--- src/rtl/rob_retire_buf.sv ---
// rob_retire_buf: in-order retire buffer with out-of-order writeback.
// Entries are allocated in program order and retired up to RETIRE_W per cycle.
// Ports:
//   clk, rst_n                 clock, async active-low reset
//   alloc_valid/ready/tag      in-order allocation, tag = tail slot
//   wb_valid/tag/data          writeback marks a busy entry done
//   flush                      drops every entry, pointers to zero
//   ret_valid/tag/data/ready   contiguous retire lanes from head
//   count                      occupied entries
//   retired_cnt                retire statistics
// Optional: define ROB_RETIRE_STATS_EN to enable the retired_cnt counter;
// otherwise retired_cnt is tied to zero.
module rob_retire_buf #(
    parameter int  DEPTH    = 16,
    parameter int  DATA_W   = 32,
    parameter int  RETIRE_W = 2,
    localparam int TAG_W    = $clog2(DEPTH)
) (
    input  logic                       clk,
    input  logic                       rst_n,
    input  logic                       alloc_valid,
    output logic                       alloc_ready,
    output logic [TAG_W-1:0]           alloc_tag,
    input  logic                       wb_valid,
    input  logic [TAG_W-1:0]           wb_tag,
    input  logic [DATA_W-1:0]          wb_data,
    input  logic                       flush,
    output logic [RETIRE_W-1:0]        ret_valid,
    output logic [RETIRE_W*TAG_W-1:0]  ret_tag,
    output logic [RETIRE_W*DATA_W-1:0] ret_data,
    input  logic                       ret_ready,
    output logic [TAG_W:0]             count,
    output logic [31:0]                retired_cnt
);

    // Pointers carry a wrap bit so full and empty are distinguishable.
    logic [TAG_W:0]      head_q;
    logic [TAG_W:0]      tail_q;
    logic [DEPTH-1:0]    busy_q;
    logic [DEPTH-1:0]    done_q;
    logic [DEPTH-1:0]    busy_d;
    logic [DEPTH-1:0]    done_d;
    logic [DATA_W-1:0]   data_q [DEPTH];
    logic [TAG_W-1:0]    lane_idx [RETIRE_W];
    logic [TAG_W:0]      n_ret;
    logic                do_alloc;
    logic                do_wb;
    logic                do_ret;

    assign count       = tail_q - head_q;
    assign alloc_ready = (count != (TAG_W+1)'(DEPTH));
    assign alloc_tag   = tail_q[TAG_W-1:0];

    // Flush wins over every other operation in the same cycle. The busy
    // check uses registered state, so a same-cycle allocation is not yet
    // a legal writeback target.
    assign do_alloc = alloc_valid && alloc_ready && !flush;
    assign do_wb    = wb_valid && busy_q[wb_tag] && !flush;
    assign do_ret   = ret_ready && ret_valid[0] && !flush;

    // Lanes stay contiguous: the first not-ready entry stops the scan.
    always_comb begin
        logic run;
        run       = 1'b1;
        ret_valid = '0;
        ret_tag   = '0;
        ret_data  = '0;
        n_ret     = '0;
        for (int i = 0; i < RETIRE_W; i++) begin
            lane_idx[i] = head_q[TAG_W-1:0] + TAG_W'(i);
            if (run && busy_q[lane_idx[i]] && done_q[lane_idx[i]]) begin
                ret_valid[i]                 = 1'b1;
                ret_tag[i*TAG_W +: TAG_W]    = lane_idx[i];
                ret_data[i*DATA_W +: DATA_W] = data_q[lane_idx[i]];
                n_ret                        = n_ret + (TAG_W+1)'(1);
            end else begin
                run = 1'b0;
            end
        end
    end

    // Writeback, allocation and retire touch disjoint slots: writeback
    // needs a busy slot, allocation takes a free one, and a retiring slot
    // is cleared last.
    always_comb begin
        busy_d = busy_q;
        done_d = done_q;
        if (do_wb) begin
            done_d[wb_tag] = 1'b1;
        end
        if (do_alloc) begin
            busy_d[alloc_tag] = 1'b1;
            done_d[alloc_tag] = 1'b0;
        end
        if (do_ret) begin
            for (int i = 0; i < RETIRE_W; i++) begin
                if (ret_valid[i]) begin
                    busy_d[lane_idx[i]] = 1'b0;
                    done_d[lane_idx[i]] = 1'b0;
                end
            end
        end
        if (flush) begin
            busy_d = '0;
            done_d = '0;
        end
    end

    always_ff @(posedge clk or negedge rst_n) begin
        if (!rst_n) begin
            head_q <= '0;
            tail_q <= '0;
            busy_q <= '0;
            done_q <= '0;
        end else begin
            busy_q <= busy_d;
            done_q <= done_d;
            if (flush) begin
                head_q <= '0;
                tail_q <= '0;
            end else begin
                if (do_ret) begin
                    head_q <= head_q + n_ret;
                end
                if (do_alloc) begin
                    tail_q <= tail_q + (TAG_W+1)'(1);
                end
            end
        end
    end

    // Payload needs no reset: it is only visible behind busy && done.
    always_ff @(posedge clk) begin
        if (do_wb) begin
            data_q[wb_tag] <= wb_data;
        end
    end

`ifdef ROB_RETIRE_STATS_EN
    logic [31:0] retired_q;

    // Counts lanes actually retired; flush suppresses retire, so it
    // never adds here, but it does not clear the counter either.
    always_ff @(posedge clk or negedge rst_n) begin
        if (!rst_n) begin
            retired_q <= '0;
        end else if (do_ret) begin
            retired_q <= retired_q + 32'(n_ret);
        end
    end

    assign retired_cnt = retired_q;
`else
    assign retired_cnt = '0;
`endif

endmodule

--- config.mk ---
export PLATFORM = sky130hd
export DESIGN_NAME = rob_retire_buf
export DESIGN_NICKNAME = d
export VERILOG_FILES = /design/src/rtl/rob_retire_buf.sv
export SDC_FILE = /design/constraint.sdc
export NUM_CORES = 1
export LEC_CHECK = 0
export ABC_AREA = 0
export CAP_MARGIN = 20
export CORE_MARGIN = 10
export CORE_UTILIZATION = 35
export DETAILED_ROUTE_END_ITERATION = 16
export PLACE_DENSITY = 0.52
export SLEW_MARGIN = 20
export SYNTH_ARGS = -nofsm -noshare
export SYNTH_HDL_FRONTEND = slang
export SYNTH_SLANG_ARGS = --single-unit
--- constraint.sdc ---
create_clock -name clk -period 3.63 [get_ports clk]
set_input_delay 0.726 -clock clk [delete_from_list [all_inputs] [get_ports clk]]
set_output_delay 0.726 -clock clk [all_outputs]
set_load 0.02 [all_outputs]
Figure 1. M2 wires (run 1).
(1.5 px per um)
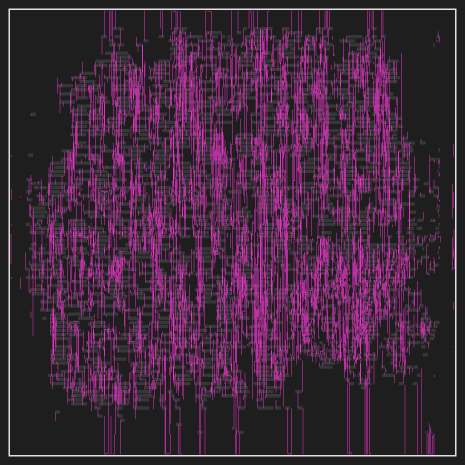
wire length on this layer = 40.4 mm
share of all routed wire = 48%
longest straight run = 112 um

Figure 2. Metal 3 (run 1).
(1.5 px per um)
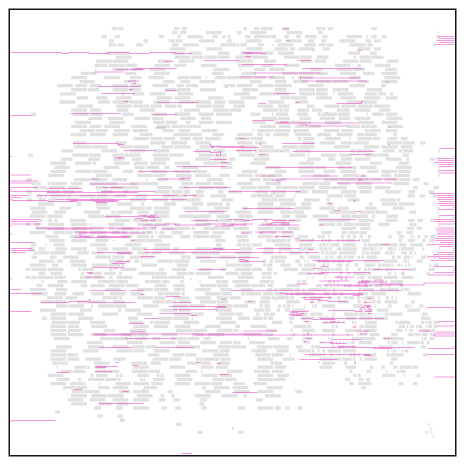
main direction = horizontal
longest straight run = 116 um

Figure 3. Routed metal per tile (run 1).
(1 px per um) The die is cut into 30 by 30 equal tiles; dark blue is low, red is high, scaled to the fullest tile. Values are wire area over tile area, all layers added.
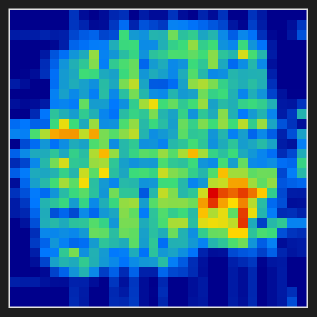
tiles over half the peak = 18%
densest ninth of the die = center
nearly empty tiles = 14%
fullest tile = 0.52
Via Count: 15900
wirelength, routed: 84000 um
GR Util All Layers: 18.9%
Avg WL per Cell: 29.9 um

==> flow_summary.toml, run 1 <==
# flow metrics
[die]
die_w_um = 297
core_mm2 = 0.0759
dieArea_mm2 = 0.0880
fp-utilization_pct = 35.3
num_rows = 101
fp.dieH_um = 297
pin_count = 158
taps = 1030

[timing]
finalWorstSetupSlack_ns = -0.300
rsz0062_at_grt = "yes"
period_minus_slack_ns = 3.93
finalCritPeriodShare_pct = 108
finClkSkew_ns = 0.0414
max_slew.worst_pin.slew_ns = 0.769
fmax_ghz = 0.254
drv_slew = 0
tns_ns = -11.60
setup-violations-final = 63
slew_headroom_pct = 48.7
whs_ns = 0.116
finalHoldViolations = 0

[setup_path]
arrival_ns = 3.20
critPathCapture = "ret_data[47]"
worstRegToRegCells = 18
reg2reg_slack_ns = 0.12
path_delay_family = "buffers and inverters"
r2r_start = "head_q[0]"
crit_chain = "buf_6 > buf_12 > buf_16 > buf_6 > buf_16 > buf_4 > mux4_2 > mux4_2 > nor2b_4 > buf_6"
worst-path-buf-inv = 7
cp.required_ns = 2.90
critPathMaxFanout = 8
slowest_delay_ns = 0.50
reg2reg_to = "head_q[4]"
start_kind = "register"
cp.depth = 10
critPathLaunch = "head_q[0]"
critPathSlowestCell = "dfrtp_4"
path_class = "register to output port"
cp_common_cell = "buf_6"
endpoint_kind = "output port"

[final_layout]
area_growth_pct = 31.7
finalNetCount = 1787
sh_seq_area_pct = 46.6
fin_cells = 2810
final_common_cell = "edfxtp_1"
antenna-diode-count = 2
clkCellAreaFrac_pct = 5.40
layout.nonclk_buf_share_pct = 14.6
drive_above_1_share_pct = 49.4
flops = 554
buffers = 397
inv_count = 18
comb_area_share_pct = 29.5
top_regs = "data_q x512, busy_q x16, done_q x16"
final_area_mm2 = 0.0353
area.combinational_mm2 = 0.0104
largest_cell_class = "flip-flops and latches"
largest-register = "data_q"
regArea_mm2 = 0.0164
clkbuf_count = 72
utilization_pct = 46.5
nFillCells = 6393
lay_top_cells = "512 x edfxtp_1, 331 x mux4_2, 126 x buf_4, 92 x buf_6, 69 x buf_12"
largest_reg_flops = 512
nMultiInputCombCells = 697

[yosys]
ys_top_cells_by_count = "512 x edfxtp_1, 331 x mux4_2, 74 x nor2b_1, 62 x nor2_1"
synth_cell_type_count = 59
yosys.stat.seqShare_pct = 61.3
synth_top_cell_by_count = "edfxtp_1"
syn_inst = 1371
synth.area.mux_share_pct = 28.0
ys_warn_count = 0
yosysTopAreaCell = "edfxtp_1"
avgSynthCellArea_um2 = 19.5
simple_gate_share_pct = 4.25
edf_count = 512
synth.cell_area_mm2 = 0.0268
synth_flops = 554
netlist_logic_family_top = "multiplexers"
yosys_cells = 1371
synthFlopType = "edfxtp_1"
async_flop_share_pct = 7.58
ys_sh_xor_pct = 0.430
top_area_share_pct = 57.4
yosys-stat-area_mm2 = 0.0268
fa_ha_area_share_pct = 0.850
compound_area_share_pct = 2.29

[power_and_ir_drop]
p_seq_w = 0.00699
power_density_mw_per_mm2 = 375
pg_clk_w = 0.00596
leakagePower_nw = 11.6
comb-power_w = 0.000279
switching_share_pct = 21.0
p_switching_w = 0.00277
p_int_w = 0.0105
ir_worst_vdd_v = 0.000366
p_clk_share_pct = 45.1
combPwrFrac_pct = 2.1
pwr-share-seq_pct = 52.8
power_leader = "sequential cells"

[run_status]
violations = "setup timing"
status = "finished, violations left"

[cts]
cts_tree = "done"
post_cts_resized = 523
cts_made_buffers = 60
clockBufferDepth = 3
clock_latency_ns = 0.65
cts_setup_buffers = 77
cts_hold_buf = 0
cts.clk_slew.worst_paths_ns = 0.06
clock-sinks = 554
cts_root_buffer = "clkbuf_16"
htreeDepth = 2

[routing]
wl_met3_um = 5790
viasPerCell = 5.65
drt_iter0_markers = 1449
drtAntennaViolNets = 0
wl_met1_um = 35600
highest_layer = "met5"
drcViolationCount = 0
dr.pass1.iters = 5
wl_met2_um = 40400

[global_routing]
antenna_found_initial = 3
use_met2_pct = 30.4
grt_pass1_wl_um = 120000
grt_overflow = 0
grt_max_degree = 43
grt-busiest-layer = "met2"
use_met3_pct = 4.01
use_met1_pct = 25.6
first_global_vias = 16500

[worst_hold_path]
hold_class = "input port to asynchronous set/reset pin"

[placed_design]
post-place-ws_ns = -0.241
place.gp.congestion = 0.882
placed_area_mm2 = 0.0304
dpl.cell_count = 2556
dp_hpwl_um = 47500

[job]
maxCapViolCount = 0
warnings = 34
## Run 2: what changed since run 1
--- a/config.mk
+++ b/config.mk
@@ -7,10 +7,11 @@
 export LEC_CHECK = 0
 export ABC_AREA = 0
 export CAP_MARGIN = 20
+export CORE_ASPECT_RATIO = 1.5
 export CORE_MARGIN = 10
-export CORE_UTILIZATION = 35
+export CORE_UTILIZATION = 47
 export DETAILED_ROUTE_END_ITERATION = 16
-export PLACE_DENSITY = 0.52
+export PLACE_DENSITY = 0.67
 export SLEW_MARGIN = 20
 export SYNTH_ARGS = -nofsm -noshare
 export SYNTH_HDL_FRONTEND = slang
Figure 4. Routing congestion (run 2).
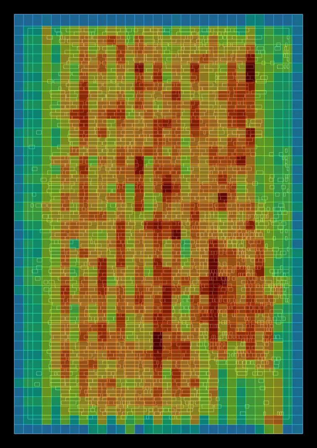
GR Util met1: 27.4%
final core utilization: 59.8%
met2 Usage GRT: 40.0%

==> flow_summary.toml, run 2 <==
# flow metrics
[routing]
totalWireLength_um = 78300
viasPerCell = 6.39
wl_per_cell_um = 31.6
highest_layer = "met5"
vias = 15800
drt_iter0_markers = 1831
wl_met1_um = 28100
drtAntennaViolNets = 0
wl_met3_um = 6120
wl_met2_um = 41500
dr.pass1.iters = 5

[setup_path]
critPathLaunch = "head_q[0]"
reg2reg_slack_ns = 0.09
worstRegToRegCells = 14
critPathSlowestCell = "mux4_2"
critPathCapture = "ret_data[39]"
worst-path-buf-inv = 5
start_kind = "register"
r2r_start = "head_q[0]"
endpoint_kind = "output port"
crit_chain = "inv_4 > ha_4 > buf_12 > clkbuf_16 > buf_12 > mux4_2 > mux4_2 > nor2b_4 > buf_6"
arrival_ns = 3.17
slowest_delay_ns = 0.52
cp.depth = 9
critPathMaxFanout = 5
path_delay_family = "multiplexers"
cp.required_ns = 2.90

[power_and_ir_drop]
ir_worst_vdd_v = 0.000328
power_leader = "sequential cells"
p_int_w = 0.0103
pg_clk_w = 0.00564
comb-power_w = 0.000278
switching_share_pct = 20.1
p_clk_share_pct = 43.7
leakagePower_nw = 11.1
pwr-share-seq_pct = 54.1
power_density_mw_per_mm2 = 381
p_switching_w = 0.00259

[cts]
post_cts_resized = 340
cts_made_buffers = 51
clock-sinks = 554
cts_root_buffer = "clkbuf_16"
cts.clk_slew.worst_paths_ns = 0.06
cts_hold_buf = 0
cts_setup_buffers = 37
clockBufferDepth = 3
clock_latency_ns = 0.59

[global_routing]
grt_max_degree = 43
grt-busiest-layer = "met2"
grt_pass1_wl_um = 111000
antenna_found_initial = 4
grt_usage_pct = 22.4
grt_overflow = 0
use_met3_pct = 3.66
first_global_vias = 16100

[yosys]
syn_inst = 1371
ys_top_cells_by_count = "512 x edfxtp_1, 331 x mux4_2, 74 x nor2b_1, 62 x nor2_1"
netlist_logic_family_top = "multiplexers"
synth.cell_area_mm2 = 0.0268
yosys-stat-area_mm2 = 0.0268
synth_top_cell_by_count = "edfxtp_1"
synthFlopType = "edfxtp_1"
yosys.stat.seqShare_pct = 61.3
fa_ha_area_share_pct = 0.850
avgSynthCellArea_um2 = 19.5
yosys_cells = 1371
compound_area_share_pct = 2.29
edf_count = 512
ys_sh_xor_pct = 0.430
synth_cell_type_count = 59
simple_gate_share_pct = 4.25
ys_warn_count = 0
synth.area.mux_share_pct = 28.0
top_area_share_pct = 57.4
async_flop_share_pct = 7.58
synth_flops = 554

[final_layout]
regArea_mm2 = 0.0164
comb_area_share_pct = 30.3
flops = 554
buffers = 348
nFillCells = 3979
area_growth_pct = 26.4
top_regs = "data_q x512, busy_q x16, done_q x16"
area.combinational_mm2 = 0.0103
finalNetCount = 1729
largest_reg_flops = 512
drive_above_1_share_pct = 47.0
lay_top_cells = "512 x edfxtp_1, 331 x mux4_2, 121 x buf_4, 69 x buf_6, 65 x clkbuf_16"
largest-register = "data_q"
clkbuf_count = 63
final_common_cell = "edfxtp_1"
largest_cell_class = "flip-flops and latches"
layout.nonclk_buf_share_pct = 12.9
sh_seq_area_pct = 48.5
final_area_mm2 = 0.0339
clkCellAreaFrac_pct = 5.15

[timing]
drv_slew = 0
finalHoldViolations = 0
tns_ns = -7.54
setup-violations-final = 52
finalCritPeriodShare_pct = 107
max_slew.worst_pin.slew_ns = 0.737
whs_ns = 0.139
finalWorstSetupSlack_ns = -0.267
fmax_ghz = 0.257
rsz0062_at_grt = "yes"

[die]
dieArea_mm2 = 0.0671
taps = 763
fp.dieH_um = 312
pin_count = 158
num_rows = 107

[job]
warnings = 34
maxCapViolCount = 0

[run_status]
violations = "setup timing"
status = "finished, violations left"

[placed_design]
dpl.cell_count = 2277
place.gp.congestion = 0.880
post-place-ws_ns = -0.202

[worst_hold_path]
hold_class = "input port to asynchronous set/reset pin"
Power figures rest on the tool's default switching activity, not on a simulated workload.
